**config.mk**
```make
export PLATFORM = sky130hd
export DESIGN_NAME = modred_seq
export DESIGN_NICKNAME = d
export VERILOG_FILES = /design/src/rtl/rsa_pkg.sv /design/src/rtl/modred_step.sv /design/src/rtl/modred_seq.sv
export SDC_FILE = /design/constraint.sdc
export NUM_CORES = 1
export LEC_CHECK = 0
export CORE_MARGIN = 4
export CORE_UTILIZATION = 45
export CTS_BUF_LIST = sky130_fd_sc_hd__clkbuf_8
export DETAILED_ROUTE_END_ITERATION = 10
export PLACE_DENSITY = 0.66
export SLEW_MARGIN = 10
export SYNTH_ARGS = -nofsm -noshare
export SYNTH_HDL_FRONTEND = slang
export SYNTH_SLANG_ARGS = --single-unit
```
**constraint.sdc**
```tcl
create_clock -name clk -period 6.3 [get_ports clk]
set_clock_uncertainty 0.2 [all_clocks]
set_input_delay 1.26 -clock clk [delete_from_list [all_inputs] [get_ports clk]]
set_output_delay 1.26 -clock clk [all_outputs]
set_load 0.01 [all_outputs]
```
**src/rtl/rsa_pkg.sv**
```systemverilog
// Shared types and constants for the RSA datapath blocks.
package rsa_pkg;

  typedef enum logic [1:0] {
    IDLE,
    RUN,
    FIN
  } state_e;

  localparam logic MODE_REDUCE = 1'b0;
  localparam logic MODE_MULMOD = 1'b1;

endpackage

```
**src/rtl/modred_step.sv**
```systemverilog
// One shift-subtract iteration of the modular reduction / modular multiply loop.
module modred_step
  import rsa_pkg::*;
#(
  parameter int unsigned WIDTH = 6
) (
  input  logic [WIDTH:0]   r,
  input  logic [WIDTH-1:0] n,
  input  logic [WIDTH-1:0] a,
  input  logic             b_bit,
  input  logic             mode,
  output logic [WIDTH:0]   r_next
);

  logic [WIDTH:0] n_ext;
  logic [WIDTH:0] dbl;
  logic [WIDTH:0] dbl_red;
  logic [WIDTH:0] sum;
  logic [WIDTH:0] sum_red;
  logic           in_bit;

  always_comb begin
    n_ext  = {1'b0, n};
    in_bit = (mode == MODE_REDUCE) ? b_bit : 1'b0;
    // r < n on entry, so 2r+1 <= 2n-1 fits in WIDTH+1 bits
    dbl     = (r << 1) | {{WIDTH{1'b0}}, in_bit};
    dbl_red = (dbl >= n_ext) ? (dbl - n_ext) : dbl;
    sum     = dbl_red + ((mode == MODE_MULMOD && b_bit) ? {1'b0, a} : '0);
    sum_red = (sum >= n_ext) ? (sum - n_ext) : sum;
    r_next  = (mode == MODE_REDUCE) ? dbl_red : sum_red;
  end

endmodule

```
**src/rtl/modred_seq.sv**
```systemverilog
// Sequential X mod N / (A*B) mod N unit: one operand bit per cycle, MSB first.
module modred_seq
  import rsa_pkg::*;
#(
  parameter int unsigned WIDTH = 6,
  parameter int unsigned CNT_W = $clog2(2*WIDTH+1)
) (
  input  logic               clk,
  input  logic               rst_n,
  input  logic               start,
  input  logic               mode,
  input  logic [2*WIDTH-1:0] X,
  input  logic [WIDTH-1:0]   A,
  input  logic [WIDTH-1:0]   B,
  input  logic [WIDTH-1:0]   N,
  output logic               busy,
  output logic               done,
  output logic               err,
  output logic [WIDTH-1:0]   result
);

  localparam logic [CNT_W-1:0] LenRed = CNT_W'(2*WIDTH);
  localparam logic [CNT_W-1:0] LenMul = CNT_W'(WIDTH);

  state_e             state_q, state_d;
  logic [CNT_W-1:0]   cnt_q, cnt_d;
  logic [WIDTH:0]     r_q, r_d, r_next;
  logic [2*WIDTH-1:0] sh_q, sh_d;
  logic [WIDTH-1:0]   a_q, a_d, n_q, n_d, result_q, result_d;
  logic               mode_q, mode_d, err_q, err_d;

  // Operand bits stream out of sh_q's MSB; B is left-aligned so both modes share it
  modred_step #(
    .WIDTH(WIDTH)
  ) u_step (
    .r     (r_q),
    .n     (n_q),
    .a     (a_q),
    .b_bit (sh_q[2*WIDTH-1]),
    .mode  (mode_q),
    .r_next(r_next)
  );

  always_comb begin
    state_d  = state_q;
    cnt_d    = cnt_q;
    r_d      = r_q;
    sh_d     = sh_q;
    a_d      = a_q;
    n_d      = n_q;
    mode_d   = mode_q;
    result_d = result_q;
    err_d    = err_q;
    case (state_q)
      IDLE: begin
        if (start) begin
          mode_d = mode;
          a_d    = A;
          n_d    = N;
          sh_d   = (mode == MODE_MULMOD) ? {B, {WIDTH{1'b0}}} : X;
          r_d    = '0;
          if (N == '0 || (mode == MODE_MULMOD && A >= N)) begin
            state_d  = FIN;
            err_d    = 1'b1;
            result_d = '0;
          end else begin
            cnt_d   = (mode == MODE_MULMOD) ? LenMul : LenRed;
            state_d = RUN;
          end
        end
      end
      RUN: begin
        r_d   = r_next;
        sh_d  = sh_q << 1;
        cnt_d = cnt_q - 1'b1;
        if (cnt_q == CNT_W'(1)) begin
          state_d  = FIN;
          result_d = r_next[WIDTH-1:0];
          err_d    = 1'b0;
        end
      end
      FIN:     state_d = IDLE;
      default: state_d = IDLE;
    endcase
  end

  always_ff @(posedge clk or negedge rst_n) begin
    if (!rst_n) begin
      state_q  <= IDLE;
      cnt_q    <= '0;
      r_q      <= '0;
      sh_q     <= '0;
      a_q      <= '0;
      n_q      <= '0;
      mode_q   <= 1'b0;
      result_q <= '0;
      err_q    <= 1'b0;
    end else begin
      state_q  <= state_d;
      cnt_q    <= cnt_d;
      r_q      <= r_d;
      sh_q     <= sh_d;
      a_q      <= a_d;
      n_q      <= n_d;
      mode_q   <= mode_d;
      result_q <= result_d;
      err_q    <= err_d;
    end
  end

  assign busy   = (state_q == RUN);
  assign done   = (state_q == FIN);
  assign err    = err_q;
  assign result = result_q;

endmodule

```
==> flow_summary.toml, run 1 <==
# yosys + openroad results
[run_status]
status = "completed"

[cts]
postCtsResizedCells = 0
numCtsBuffers = 5
cts_root_buffer = "clkbuf_8"
clock_sinks = 44
hold_buffers = 0

[synth]
yosysChipArea_um2 = 3120
synth-main-ff-cell = "dfrtp_1"
postSynthNetCount = 422
ys_seq_elements = 44
yosysCellCount = 358
area_leaders = "dfrtp_1 (35%), ha_1 (11%), nand2_1 (7.5%)"
yosysMostFrequentCell = "nand2_1"
syn_area_um2 = 3120
ys_types = 51
synthCells = 358

[placed_design]
hpwl_um = 5950
place.gp.congestion = 0.939
placed_cell_area_um2 = 3580
place_inst = 467
pre_cts_slack_ps = 499

[min_path]
hold_depth = 2
hold_start = "sh_q[2]$_DFFE_PN0P_"
worstHoldPathType = "reg -> reg"

[route]
ant_nets = 0
firstDrtPassIters = 4
postRouteWirelength_um = 7690
via_per_inst = 5.62
wire_per_inst_um = 16.2

[critical_path]
ff2ff_path_depth = 21
cp_data_required_time_ps = 6260
cp-end-kind = "register"
path_class = "reg -> reg"
crit_start = "mode_q$_DFFE_PN0P_"
cp_data_arrival_time_ps = 5690
r2r-start = "mode_q$_DFFE_PN0P_"
crit_end = "result[5]$_DFFE_PN0P_"
start_kind = "register"
r2r_end = "result[5]$_DFFE_PN0P_"

[global_routing]
grt_max_degree = 45
grtUsageTotal_pct = 19.4

[final_timing]
whs_ps = 278
setup_tns_ps = 0
setup_violations = 0
timing.slew.headroom_pct = 32.0
rsz0062_at_grt = "false"
final-max-slew-violation-count = 0
tightest_slew_ps = 1020
timing.final.crit_share_pct = 90.8
hold_viol_final = 0

[run]
drv_cap = 0

[finish]
layout-area-overhead-vs-synth_pct = 18.6
design_area_um2 = 3700
drive_above_1_share_pct = 5.82
fin_util_pct = 54.8

[die]
die_h_um = 91.3
die_area_um2 = 8330
==> run 1: cell families after synthesis <==
group | after synthesis | share of synthesized area (%)
DFF | 44 | 35.3
buffers and inverters | 39 | 4.77
and+or+nand+nor | 136 | 20.3
muxes | 18 | 6.14
adders and majority gates | 30 | 12.8
xor gates and xnor gates | 9 | 2.53
AOI/OAI and AO/OA | 82 | 18.3
==> run 1: worst max-delay path: stages, from the launching register on <==
cell and delay [ps]:
dfrtp_2 530, clkinv_1 300, nand2_1 200, ha_1 260, nand2b_1 140, a21oi_1 150
o2bb2ai_1 120, nand2b_1 280, mux2i_1 460, inv_1 90, ha_1 290, a21o_1 180
a21oi_1 300, nor2b_1 90, or4_1 420, nand3_1 110, ha_1 260, o21ai_0 150
nor3b_1 320, mux2_4 270, mux2i_1 330, o41ai_2 130
==> run 1: area by class of cell <==
type                            count  area, um^2
Clock inverter                      3        46.3
Tap cell                           80         100
Fill cell                         657        3060
Clock buffer                        5        68.8
Sequential cell                    44        1100
Multi-Input combinational cell    275        1870
Inverter                           26        97.6
Timing Repair Buffer               42         415
==> run 1: per-layer routing <==
metal | vias to the layer above | track usage (%) | part of all wire, %
li1 | 1345 | - | -
met4 | 0 | 5.15 | 1.5
met1 | 1271 | 25.1 | 46
met5 | - | 0 | 0
met2 | 45 | 32.7 | 48
met3 | 9 | 4.06 | 4.0
==> run 1: registers in the layout, summed over array words and instances (netlist names) <==
signal / count
result: 6
err: 1
cnt_q: 4
n_q: 6
a_q: 6
sh_q: 12
r_q: 6
mode_q: 1
state_q: 2
Fig. 1: run 1, placement view
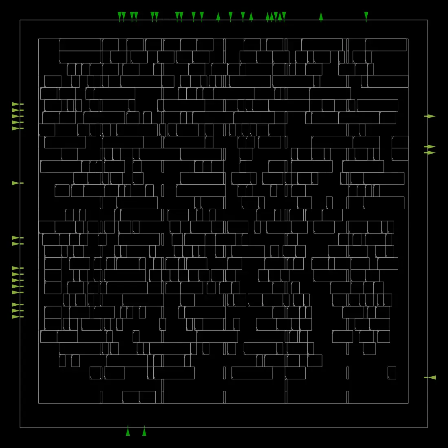
Non-Filler Instances: 475
FILL cells: 657

Fig. 2: run 1, clock distribution
The bar under the picture is 20 um long.
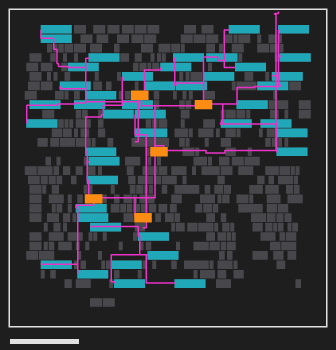
[flip-flops] cyan | count: 44
[clock wires] magenta | length: 585 um
[cells driving clock nets] orange | count: 5
flops lie	spread over the die
routed clock nets	6
clk ins delay skew pair: 300 ps

Fig. 3: run 1, where the registers sit
The bar under the picture is 20 um long. Other sequential cells in the stronger gray, the rest of the logic in the fainter gray.
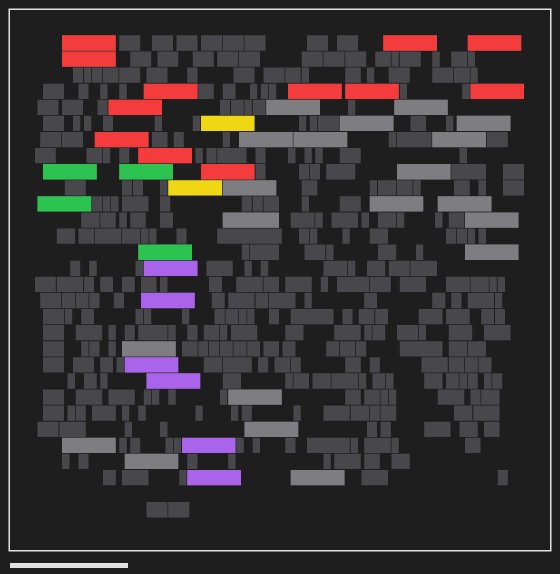
name in the netlist	color	flops
a_q	purple	6
cnt_q	green	4
sh_q	red	12
state_q	yellow	2
not colored	20

==> run 2, diff against run 1 <==
--- a/config.mk
+++ b/config.mk
@@ -9,6 +9,7 @@
 export CORE_UTILIZATION = 45
 export CTS_BUF_LIST = sky130_fd_sc_hd__clkbuf_8
 export DETAILED_ROUTE_END_ITERATION = 10
+export GPL_TIMING_DRIVEN = 0
 export PLACE_DENSITY = 0.66
 export SLEW_MARGIN = 10
 export SYNTH_ARGS = -nofsm -noshare
Fig. 4: run 2, clock distribution
The bar under the picture is 20 um long.
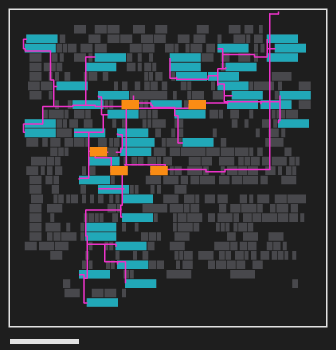
[cells driving clock nets] orange | count: 5
[flip-flops] cyan | count: 44
[clock wires] magenta | length: 510 um
flops lie	spread over the die
routed clock nets	6

Fig. 5: run 2, signal metal coverage by tile
18 x 18 tiles, from dark blue (low) to red (high), scaled to the fullest tile. Values are wire area over tile area, all layers added.
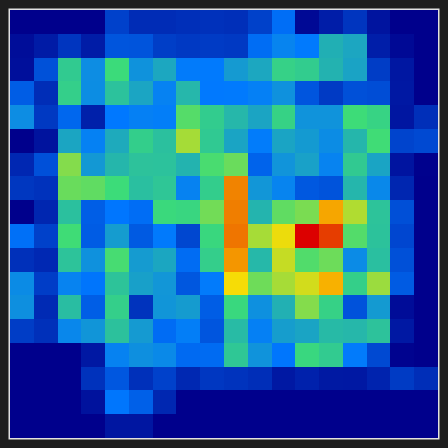
tiles over half the peak	11%
mean over tiles	0.14
densest ninth of the die	center
nearly empty tiles	18%
fullest tile	0.56
wire per inst: 15.2 um
Total GRT Usage: 18.7%
drt total wl: 7440 um

==> run 2 against run 1 <==
  * Wire length fell by 3.2%
  * Worst hold slack improved by 0.70 ps
  * Non-clock buffer count rose by 14
  * Largest cell class unchanged
  * Final cell count rose by 2.9%
  * Register-to-register slack got worse by 60 ps
  * Via count rose by 1.2%
  * Critical path type unchanged
  * Clock-buffer cell count did not move
==> flow_summary.toml, run 2 <==
# yosys + openroad results
[cts]
hold_buffers = 0
postCtsResizedCells = 0
clock_sinks = 44
cts_root_buffer = "clkbuf_8"
clkSlewWorstSetupHoldPaths_ps = 90
numCtsBuffers = 5

[global_routing]
grtUsageMet3_pct = 3.56
grtUsageMet1_pct = 26.7
grt_max_degree = 32
busiest_layer = "met2"

[synth]
ys_sh_xor_pct = 2.53
synthCells = 358
synth-main-ff-cell = "dfrtp_1"
simple_gate_share_pct = 20.3
synth.area.mux_share_pct = 6.14
ys_sh_aoi_pct = 18.3
ys_top_cells_by_count = "nand2_1 (62), dfrtp_1 (44), ha_1 (27), inv_1 (25), nor2_1 (21)"
ys_types = 51
yosysMostFrequentCell = "nand2_1"
yosysChipArea_um2 = 3120
logic_family = "simple AND/OR/NAND/NOR gates"
ys_sh_adder_pct = 12.8
area_leaders = "dfrtp_1 (35%), ha_1 (11%), nand2_1 (7.5%)"
ys_seq_elements = 44
postSynthNetCount = 422

[critical_path]
r2r-start = "mode_q$_DFFE_PN0P_"
r2r_end = "r_q[2]$_DFFE_PN0P_"
ff2ff_path_depth = 22
cp_data_required_time_ps = 6270
crit_buf_inv = 3
critPathTopFamily = "AND-OR/OR-AND gates"
slowest_delay_ps = 490
path_class = "reg -> reg"
cp_data_arrival_time_ps = 5750

[finish]
largest_reg_flops = 12
layout-area-overhead-vs-synth_pct = 21.0
fin_util_pct = 55.9
largest-register = "sh_q"

[final_timing]
setup_violations = 0
setup_tns_ps = 0
hold_viol_final = 0
final-max-slew-violation-count = 0
rsz0062_at_grt = "false"
timing.final.crit_share_pct = 91.8
timing.slew.headroom_pct = 50.3

[run]
warning_count = 28
drv_cap = 0

[route]
top_layer = "met4"
wl_met1_um = 3690
via_per_inst = 5.53
wl_met2_um = 3280
firstDrtPassIters = 4

[placed_design]
place.gp.congestion = 0.882
hpwl_um = 6000

[min_path]
hold_start = "a_q[3]$_DFFE_PN0P_"
worstHoldPathType = "reg -> reg"
hold_depth = 2

[run_status]
status = "completed"
run 2: cell counts after synthesis:
Identical to the previous run, type by type.
run 2: worst max path at each step:
| stage | startpoint | endpoint | slack (ps) | cells after the start |
|---|---|---|---|---|
| 2_1_floorplan | mode_q$_DFFE_PN0P_ | result[5]$_DFFE_PN0P_ | 1520 | 22 |
| 3_3_place_gp | mode_q$_DFFE_PN0P_ | r_q[2]$_DFFE_PN0P_ | 480 | 22 |
| 3_5_place_dp | mode_q$_DFFE_PN0P_ | r_q[2]$_DFFE_PN0P_ | 440 | 22 |
| 4_1_cts | mode_q$_DFFE_PN0P_ | r_q[2]$_DFFE_PN0P_ | 410 | 22 |
| 5_1_grt | mode_q$_DFFE_PN0P_ | r_q[2]$_DFFE_PN0P_ | 110 | 22 |
| 6_report | mode_q$_DFFE_PN0P_ | r_q[2]$_DFFE_PN0P_ | 510 | 22 |
run 2: area by class of cell:
class                   count  area, um^2
inverters                  26         101
repair buffers             43         435
clock buffers               5        68.8
fillers                   624        2980
plain buffers              13        51.3
multi-input cells         275        1870
flip-flops and latches     44        1100
well taps                  80         100
clock inverters             3        46.3
run 2: cells by family after synthesis:
logic type,count (synthesis)
adders and majority gates,30
muxes,18
xor gates and xnor gates,9
AOI/OAI and AO/OA,82
buffers and inverters,39
and+or+nand+nor,136
DFF,44
run 2: through the flow:
stage / hold WS (ps) / area [um^2] / setup slack [ps] / cells
after floorplan: 238 / 3120 / 1520 / 358
after global placement: 256 / 3640 / 483 / 480
after detailed placement: 260 / 3650 / 439 / 481
after CTS: 281 / 3770 / 410 / 489
after global routing: 312 / 3770 / 106 / 489
final: 279 / 3770 / 514 / 489
